File: src/rtl/particle_streamer.sv
// particle_streamer: once per frame, reads every word of the particle buffer in
// address order and streams a 16-bit header plus those words over a quad-SPI
// link (copi/dclk/cs), one nibble per dclk rise, MSB nibble first.
//
// Ports
//   clk_in       system clock
//   rst_n_in     synchronous active-low reset (aborts a frame in progress)
//   frame_start  1-cycle request to begin a frame
//   addr_out     RAM read address (held outside LOAD)
//   mem_enable   RAM port enable, high only in LOAD
//   mem_in       RAM read data, valid READ_LATENCY cycles after addr_out
//   copi         quad data lines, stable across a whole nibble
//   dclk         serial clock, idles low, receiver samples on rise
//   cs           chip select, active-low, idles high
//   busy         frame in progress
//   done         1-cycle pulse in the first idle cycle after a frame
//   overrun      sticky: frame_start seen while busy
//   frame_id     completed frame count, wraps 255 -> 0
module particle_streamer #(
  parameter int unsigned PARTICLE_COUNT = 1,
  parameter int unsigned DIMS           = 1,
  parameter int unsigned DATA_WIDTH     = 16,
  parameter int unsigned ADDR_WIDTH     = $clog2(PARTICLE_COUNT * DIMS * 2),
  parameter int unsigned READ_LATENCY   = 2,
  parameter int unsigned DCLK_DIV       = 2
) (
  input  logic                  clk_in,
  input  logic                  rst_n_in,
  input  logic                  frame_start,
  output logic [ADDR_WIDTH-1:0] addr_out,
  output logic                  mem_enable,
  input  logic [DATA_WIDTH-1:0] mem_in,
  output logic [3:0]            copi,
  output logic                  dclk,
  output logic                  cs,
  output logic                  busy,
  output logic                  done,
  output logic                  overrun,
  output logic [7:0]            frame_id
);

  localparam int unsigned ELEMENTS = PARTICLE_COUNT * DIMS * 2;
  localparam int unsigned WCNT_W   = $clog2(ELEMENTS + 1);
  localparam int unsigned DIV_W    = $clog2(DCLK_DIV + 1);
  localparam int unsigned LAT_W    = $clog2(READ_LATENCY + 2);

  // Elaboration-time guards on the parameter space this datapath supports.
  if (DATA_WIDTH != 16) begin : g_bad_width
    $error("particle_streamer: DATA_WIDTH must be 16");
  end
  if (DCLK_DIV < 1) begin : g_bad_div
    $error("particle_streamer: DCLK_DIV must be >= 1");
  end
  if (ELEMENTS < 2) begin : g_bad_elems
    $error("particle_streamer: ELEMENTS must be >= 2");
  end

  typedef enum logic [2:0] {
    IDLE  = 3'd0,
    HDR   = 3'd1,
    SHIFT = 3'd2,
    LOAD  = 3'd3,
    TAIL  = 3'd4
  } state_t;

  state_t                  state, state_d;
  logic [DATA_WIDTH-1:0]   shreg, shreg_d;
  logic [DIV_W-1:0]        div_cnt, div_d;
  logic [1:0]              nib_cnt, nib_d;
  logic [LAT_W-1:0]        lat_cnt, lat_d;
  logic [WCNT_W-1:0]       word_cnt, word_d;
  logic [ADDR_WIDTH-1:0]   addr_d;
  logic                    mem_enable_d;
  logic [3:0]              copi_d;
  logic                    dclk_d;
  logic                    cs_d;
  logic                    busy_d;
  logic                    done_d;
  logic                    overrun_d;
  logic [7:0]              frame_id_d;
  logic                    div_last;

  assign div_last = (div_cnt == DIV_W'(DCLK_DIV - 1));

  // State and output registers; every output is the registered image of its _d.
  always_ff @(posedge clk_in) begin
    if (!rst_n_in) begin
      state      <= IDLE;
      shreg      <= '0;
      div_cnt    <= '0;
      nib_cnt    <= '0;
      lat_cnt    <= '0;
      word_cnt   <= '0;
      addr_out   <= '0;
      mem_enable <= 1'b0;
      copi       <= 4'h0;
      dclk       <= 1'b0;
      cs         <= 1'b1;
      busy       <= 1'b0;
      done       <= 1'b0;
      overrun    <= 1'b0;
      frame_id   <= 8'h00;
    end else begin
      state      <= state_d;
      shreg      <= shreg_d;
      div_cnt    <= div_d;
      nib_cnt    <= nib_d;
      lat_cnt    <= lat_d;
      word_cnt   <= word_d;
      addr_out   <= addr_d;
      mem_enable <= mem_enable_d;
      copi       <= copi_d;
      dclk       <= dclk_d;
      cs         <= cs_d;
      busy       <= busy_d;
      done       <= done_d;
      overrun    <= overrun_d;
      frame_id   <= frame_id_d;
    end
  end

  // Next-state and next-output logic.
  always_comb begin
    state_d    = state;
    shreg_d    = shreg;
    div_d      = div_cnt;
    nib_d      = nib_cnt;
    lat_d      = lat_cnt;
    word_d     = word_cnt;
    addr_d     = addr_out;
    dclk_d     = dclk;
    done_d     = 1'b0;
    overrun_d  = overrun;
    frame_id_d = frame_id;

    case (state)
      IDLE: begin
        if (frame_start) begin
          state_d = HDR;
        end
      end

      HDR: begin
        shreg_d  = DATA_WIDTH'({8'hA5, frame_id});
        div_d    = '0;
        nib_d    = '0;
        word_d   = '0;
        dclk_d   = 1'b0;
        state_d  = SHIFT;
      end

      // dclk is its own phase bit: low half, then high half, per nibble.
      SHIFT: begin
        if (div_last) begin
          div_d = '0;
          if (!dclk) begin
            dclk_d = 1'b1;
          end else begin
            dclk_d = 1'b0;
            if (nib_cnt == 2'd3) begin
              nib_d = '0;
              if (word_cnt == WCNT_W'(ELEMENTS)) begin
                state_d = TAIL;
              end else begin
                state_d = LOAD;
                lat_d   = '0;
                addr_d  = word_cnt[ADDR_WIDTH-1:0];
              end
            end else begin
              nib_d   = nib_cnt + 2'd1;
              shreg_d = {shreg[DATA_WIDTH-5:0], 4'h0};
            end
          end
        end else begin
          div_d = div_cnt + DIV_W'(1);
        end
      end

      // Address went out on entry; capture data when it arrives on the last cycle.
      LOAD: begin
        if (lat_cnt == LAT_W'(READ_LATENCY)) begin
          shreg_d = mem_in;
          word_d  = word_cnt + WCNT_W'(1);
          state_d = SHIFT;
        end else begin
          lat_d = lat_cnt + LAT_W'(1);
        end
      end

      TAIL: begin
        if (div_last) begin
          div_d      = '0;
          done_d     = 1'b1;
          frame_id_d = frame_id + 8'd1;
          state_d    = IDLE;
        end else begin
          div_d = div_cnt + DIV_W'(1);
        end
      end

      default: state_d = IDLE;
    endcase

    // A request is only honoured in IDLE (including the done cycle).
    if (frame_start && (state != IDLE)) begin
      overrun_d = 1'b1;
    end

    cs_d         = (state_d == IDLE);
    busy_d       = (state_d != IDLE);
    mem_enable_d = (state_d == LOAD);
    // copi tracks the top nibble of the register it will shift from next cycle.
    copi_d       = (state_d == SHIFT) ? shreg_d[DATA_WIDTH-1 -: 4] : 4'h0;
  end

endmodule

File: config.mk
export PLATFORM = sky130hd
export DESIGN_NAME = particle_streamer
export DESIGN_NICKNAME = d
export VERILOG_FILES = /design/src/rtl/particle_streamer.sv
export SDC_FILE = /design/constraint.sdc
export NUM_CORES = 1
export LEC_CHECK = 0
export CAP_MARGIN = 20
export CORE_ASPECT_RATIO = 1.75
export CORE_MARGIN = 4
export CORE_UTILIZATION = 46
export CTS_CLUSTER_DIAMETER = 80
export DETAILED_ROUTE_END_ITERATION = 8
export PLACE_DENSITY = 0.86
export SYNTH_ARGS = -nofsm -noshare
export SYNTH_HDL_FRONTEND = slang
export SYNTH_SLANG_ARGS = --single-unit
File: constraint.sdc
create_clock -name clk_in -period 1.85 [get_ports clk_in]
set_input_delay 0.2775 -clock clk_in [delete_from_list [all_inputs] [get_ports clk_in]]
set_output_delay 0.2775 -clock clk_in [all_outputs]
set_load 0.02 [all_outputs]
run_1/clock_nets.png
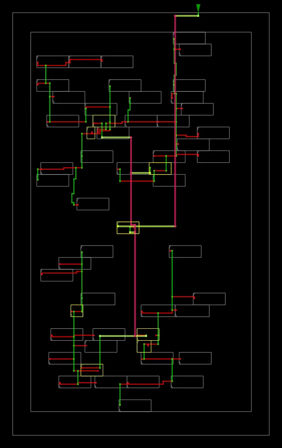
clock buffers: 5
count of flip-flops and latches: 46
power dissipated in the clock network: 612 uW
Latency at later pin: 300 ps
largest clock skew in the final design: 6.99 ps

run_1/class_map.png
Fill, decap, tap and diode cells in grey.
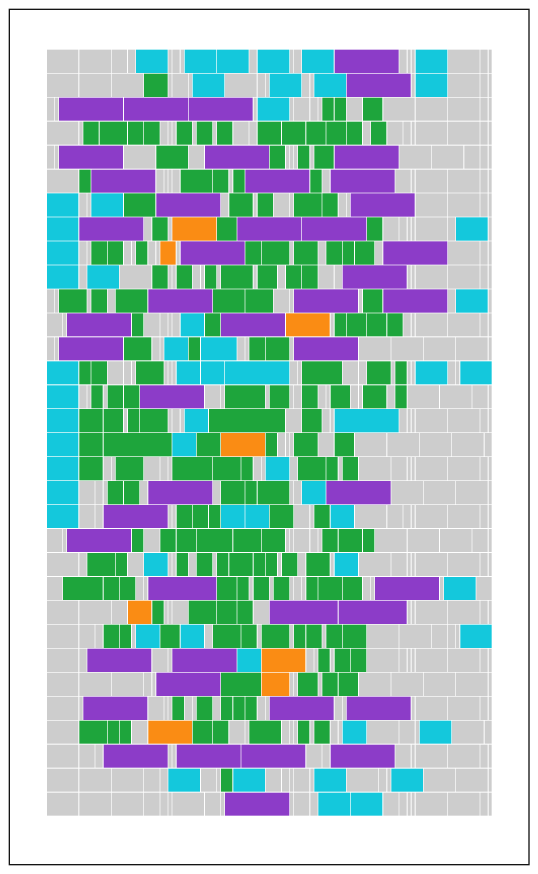
[registers] purple | cells: 46 | share of their area: 35%
[remaining buffers and delay cells] cyan | cells: 57 | share of their area: 21%
[remaining logic cells] green | cells: 175 | share of their area: 41%
[clock drivers and dummy loads] orange | cells: 8 | share of their area: 3.4%

run_1/m1.png
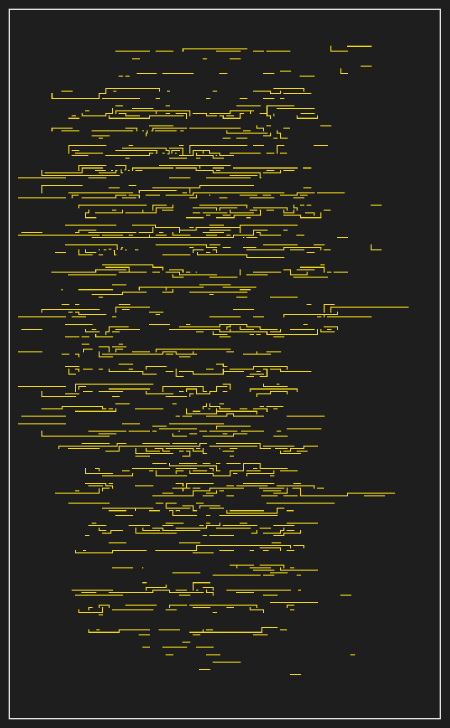
nets with wire on the layer: 286
wire length on this layer: 1,970 um

[run 1: logic make-up (layout without fill, tap and decap cells)]
family	Yosys count	count (layout)	share of synthesized area
AND/OR/NAND/NOR	91	91	0.244
AND-OR/OR-AND	65	65	0.204
flip-flops	46	46	0.443
buffers and inverters	23	72	0.0499
XOR/XNOR	6	6	0.0253
adder cells (fa/ha/maj)	4	4	0.0241
multiplexers	2	2	0.00963
[run 1: where the power goes]
group          leakage (nW)  internal, mW  switching, mW
registers             0.374          1.02         0.0217
logic                 0.543         0.136          0.139
clock network        0.0441         0.265          0.346
total                 0.962          1.42          0.507
[run 1: area by class of cell]
type	instances	area (um^2)	share of cell area
clock inverters	3	21.3	0.00784
well taps	51	63.8	0.0235
multi-input cells	168	1060	0.391
repair buffers	57	549	0.202
inverters	7	26.3	0.00968
flip-flops and latches	46	925	0.341
clock buffers	5	68.8	0.0254
[run 1: flip-flops by register name, summed over array words and instances (netlist names)]
register	cells
shreg	16
frame_id	8
copi	4
state	3
div_cnt	2
lat_cnt	2
nib_cnt	2
word_cnt	2
addr_out	1
busy	1
cs	1
dclk	1
done	1
mem_enable	1
overrun	1
[run 1: worst max path at each step]
stage	slack [ps]	end
after CTS	2	frame_id[7]$_SDFFE_PN0P_
after detailed placement	20	frame_id[7]$_SDFFE_PN0P_
after global routing	-1	shreg[8]$_SDFFE_PN0P_
final	80	dclk
after global placement	60	frame_id[7]$_SDFFE_PN0P_
after floorplan	70	shreg[2]$_SDFFE_PN0P_
[run 1: stage by stage]
stage	TNS (ps)	area [um^2]	cells	hold slack, ps
4_1_cts	0	2700	337	473
2_1_floorplan	0	2080	237	395
3_5_place_dp	0	2610	329	461
6_report	0	2710	337	472
3_3_place_gp	0	2610	329	451
5_1_grt	-0.963	2710	337	490
==> Changelog: implementation, run 1 <==
## Flow update

* Outcome: completed
* Average via count per standard cell at 5.91
* CTS tree: built
* Worst hold path stage count at 2
* CP peak stage delay at 670 ps
* Area delta synth->final at 30.5%
* Largest net degree at the start of global routing at 21
* Clk root buf: sky130_fd_sc_hd__clkbuf_8
* Leakage power figure at 0.962 nW
* Die Width at 58.8 um
* Wire length per cell after detailed routing at 15.2 um
* Startpoint types: flop
* Time the worst path needs with I/O delays and setup at 1770 ps
* Cell type contributing the most total cell area after synthesis: sky130_fd_sc_hd__dfxtp_1
* Number of nets with antenna violations after routing at 0
* Capture instance of the worst register-to-register path: busy$_SDFF_PN0_
* Yosys stat area at 2080 um^2
* CP Depth at 1
* Mean instance size in the synthesized netlist at 8.77 um^2
* Worst slack at placement at 21.0 ps
* Top cells by count: sky130_fd_sc_hd__dfxtp_1 (46), sky130_fd_sc_hd__a21oi_1 (22), sky130_fd_sc_hd__nand3_1 (20)
* Most frequent cells in the layout: sky130_fd_sc_hd__dfxtp_1 (43), sky130_fd_sc_hd__clkdlybuf4s50_1 (37), sky130_fd_sc_hd__a21oi_1 (22)
* Data arrival at the endpoint of the critical path at 1490 ps
* Reported max-cap violation count at 0
* Met1 layer wirelength in the final routing at 1970 um
* Met1 routing resource usage after global routing at 0.210
* P per Cell Area at 711 nW/um^2
* Log Warnings at 26
* TritonCTS sink count at 46
* Worst path bufs/invs at 1
* Vias at 1,991
* Yosys cell types at 41
* # H-tree levels at 2
* Post-cts sizing count at 0
* CP Launch Point: dclk$_SDFFE_PN0P_
* Hold path startpoint: shreg[6]$_SDFFE_PN0P_
* Floorplan utilization at 0.472
* Vias in the first global route at 1,865
* Die height at 96.9 um
run_1/route_heat.png
Scale bar: 20 um. The die is cut into 12 by 19 equal tiles; dark blue is low, red is high, scaled to the fullest tile. Values are wire area over tile area, all layers added.
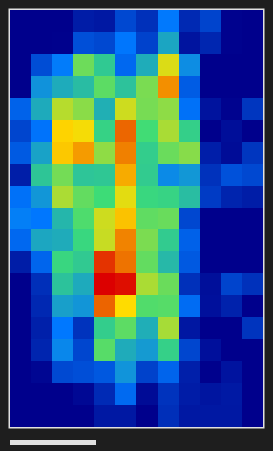

==> run 2, diff against run 1 <==
Settings changed: CORE_MARGIN 4 to 10.
run_2/route_heat.png
Scale bar: 20 um. The die is cut into 14 by 22 equal tiles; dark blue is low, red is high, scaled to the fullest tile. Values are wire area over tile area, all layers added.
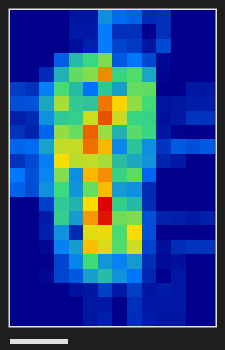
nearly empty tiles: 33%
tiles over half the peak: 16%
fullest tile: 0.55
mean over tiles: 0.12
emptiest ninth of the die: south-east
densest ninth of the die: centre

==> run 2 against run 1 <==
Effect of this change:
- clock power grew 45%
- count of clock-buffer cells in the layout is the same
- core utilization grew 1.4 points
- final cell count grew 1.2%
- final area grew 2.4%
- register-to-register slack lost 70 ps
- first-iteration DRC count grew 1.0%
- critical path type is now flop to flop
==> Changelog: implementation, run 2 <==
## Flow update

* Area delta synth->final at 33.6%
* Met3 usage in global routing at 0.0373
* Iteration tally of the first detailed-router pass at 4
* Switching power share of the total at 0.233
* Net count after synthesis at 260
* Seq/Total Area, Yosys at 0.443
* Most frequent cells in the layout: sky130_fd_sc_hd__dfxtp_1 (45), sky130_fd_sc_hd__clkdlybuf4s50_1 (37), sky130_fd_sc_hd__buf_4 (23)
* CTS tree: built
* Number of antenna violations at the first check in global routing at 0
* Clock power share at 0.400
* Total CTS buffers at 5
* Yosys cell types at 41
* P per Cell Area at 800 nW/um^2
* Wire length per cell after detailed routing at 16.1 um
* Die outline area at 7720 um^2
* Wire length of the first global-routing pass at 8800 um
* Data arrival at the endpoint of the critical path at 2010 ps
* Startpoint types: flop
* Total Routed Length at 5490 um
* Number of flip-flops under the largest register name at 16
* Detailed Route Iter0 Violations at 100
* Log Warnings at 26
* Register with the most flip-flops: shreg
* Max Transition Viols Final at 0
* Worst-Margin Slew at 431 ps
* Top cells by count: sky130_fd_sc_hd__dfxtp_1 (46), sky130_fd_sc_hd__a21oi_1 (22), sky130_fd_sc_hd__nand3_1 (20)
* Vias in the first global route at 1,963
* Heaviest power group: registers
* Relative contribution of sequential cells to total power at 0.467
* Floorplan utilization at 0.472
* Reported max-cap violation count at 0
* Power dissipated by switching net loads at 518 uW
* Critical path endpoint category: flop
* Met1 routing resource usage after global routing at 0.131
* Count of instantiated cells in the yosys netlist at 237
* Leading registers by flop count: shreg x16, frame_id x8, copi x4
* Vias at 1,935
* Detailed Place HPWL at 3980 um
* Part of the total power dissipated in combinational logic at 0.133
* Area fraction of the dominant cell type after synthesis at 0.443
* Most frequent standard cell in the layout excluding fill and tap cells: sky130_fd_sc_hd__dfxtp_1
* # H-tree levels at 2
* Number of nets with antenna violations after routing at 0
* Highest routing layer actually used: met4
* Placed instance count at 333
* Average via count per standard cell at 5.67
* Clk root buf: sky130_fd_sc_hd__clkbuf_8
* Combinational logic power at 296 uW
* Worst hold-check slack at 467 ps
* Rel. slew slack at 0.710
* TritonCTS sink count at 46
* Number of standard-cell rows in the floorplan at 32
* Mean instance size in the synthesized netlist at 8.77 um^2
* Sum of negative setup slack at 0 ps
* Setup repair bufs after CTS at 0
* Largest net degree at the start of global routing at 25
* Seq group at 1.04 mW
* Design internal power at 1.70 mW
* Die height at 109 um
* Worst slack at placement at 46.2 ps
* Latency at later pin at 310 ps
* Highest clock frequency the design can meet at 0.558 GHz
* Time the worst path needs with I/O delays and setup at 1790 ps
* Cell type contributing the most total cell area after synthesis: sky130_fd_sc_hd__dfxtp_1
* Leakage power figure at 1.00 nW
* Yosys stat area at 2080 um^2
* Post-synth design cell area at 2080 um^2
* Antenna diode count at 0
* Layout Cells excl Fill at 341
* Outcome: completed
* Met1 layer wirelength in the final routing at 2060 um
* Die Width at 70.8 um
* Power dissipated in the clock network at 888 uW
* Largest clock skew in the final design at 8.27 ps
* Final-report hold violation count at 0
## run 2: cell type report
cell class,count,area (um^2)
fillers,364,1630
multi-input cells,168,1070
flip-flops and latches,46,922
repair buffers,61,554
clock buffers,5,68.8
clock inverters,3,68.8
well taps,51,63.8
inverters,7,26.3
## run 2: repair_timing
item	4_1_cts	5_1_grt
hold endpoints to repair	0	0
setup endpoints to repair	0	16
gates resized	0	7
## run 2: through the flow
step / utilization / power [mW] / cell area [um^2]
floorplan: - / 1.20 / 2080
finish: 0.631 / 2.22 / 2780
detailed placement: 0.594 / 1.34 / 2620
global route: 0.631 / 2.29 / 2780
global placement: 0.594 / 1.34 / 2620
CTS: 0.625 / 2.23 / 2750
## run 2: kinds of logic after synthesis
group	Yosys count	share of synthesized area
AOI/OAI and AO/OA	65	0.204
DFF	46	0.443
adders and majority gates	4	0.0241
xor gates and xnor gates	6	0.0253
buffers and inverters	23	0.0499
muxes	2	0.00963
and+or+nand+nor	91	0.244
## run 2: final timing paths
| kind | to | depth (start not counted) | slack, ps | startpoint |
|---|---|---|---|---|
| max | frame_id[7]$_SDFFE_PN0P_ | 4 | 60 | div_cnt[1]$_SDFFE_PN0P_ |
| min | shreg[9]$_SDFFE_PN0P_ | 2 | 470 | shreg[9]$_SDFFE_PN0P_ |
| max reg2reg | frame_id[7]$_SDFFE_PN0P_ | 4 | 60 | div_cnt[1]$_SDFFE_PN0P_ |
| min reg2reg | shreg[9]$_SDFFE_PN0P_ | 2 | 470 | shreg[9]$_SDFFE_PN0P_ |
## run 2: critical path, stage by stage (launching register included)
cell	delay [ps]
sky130_fd_sc_hd__dfxtp_1	350
sky130_fd_sc_hd__or3b_4	470
sky130_fd_sc_hd__nor4_4	320
sky130_fd_sc_hd__or3b_1	370
sky130_fd_sc_hd__a21oi_1	200
Power is estimated from default activity; no workload was simulated.
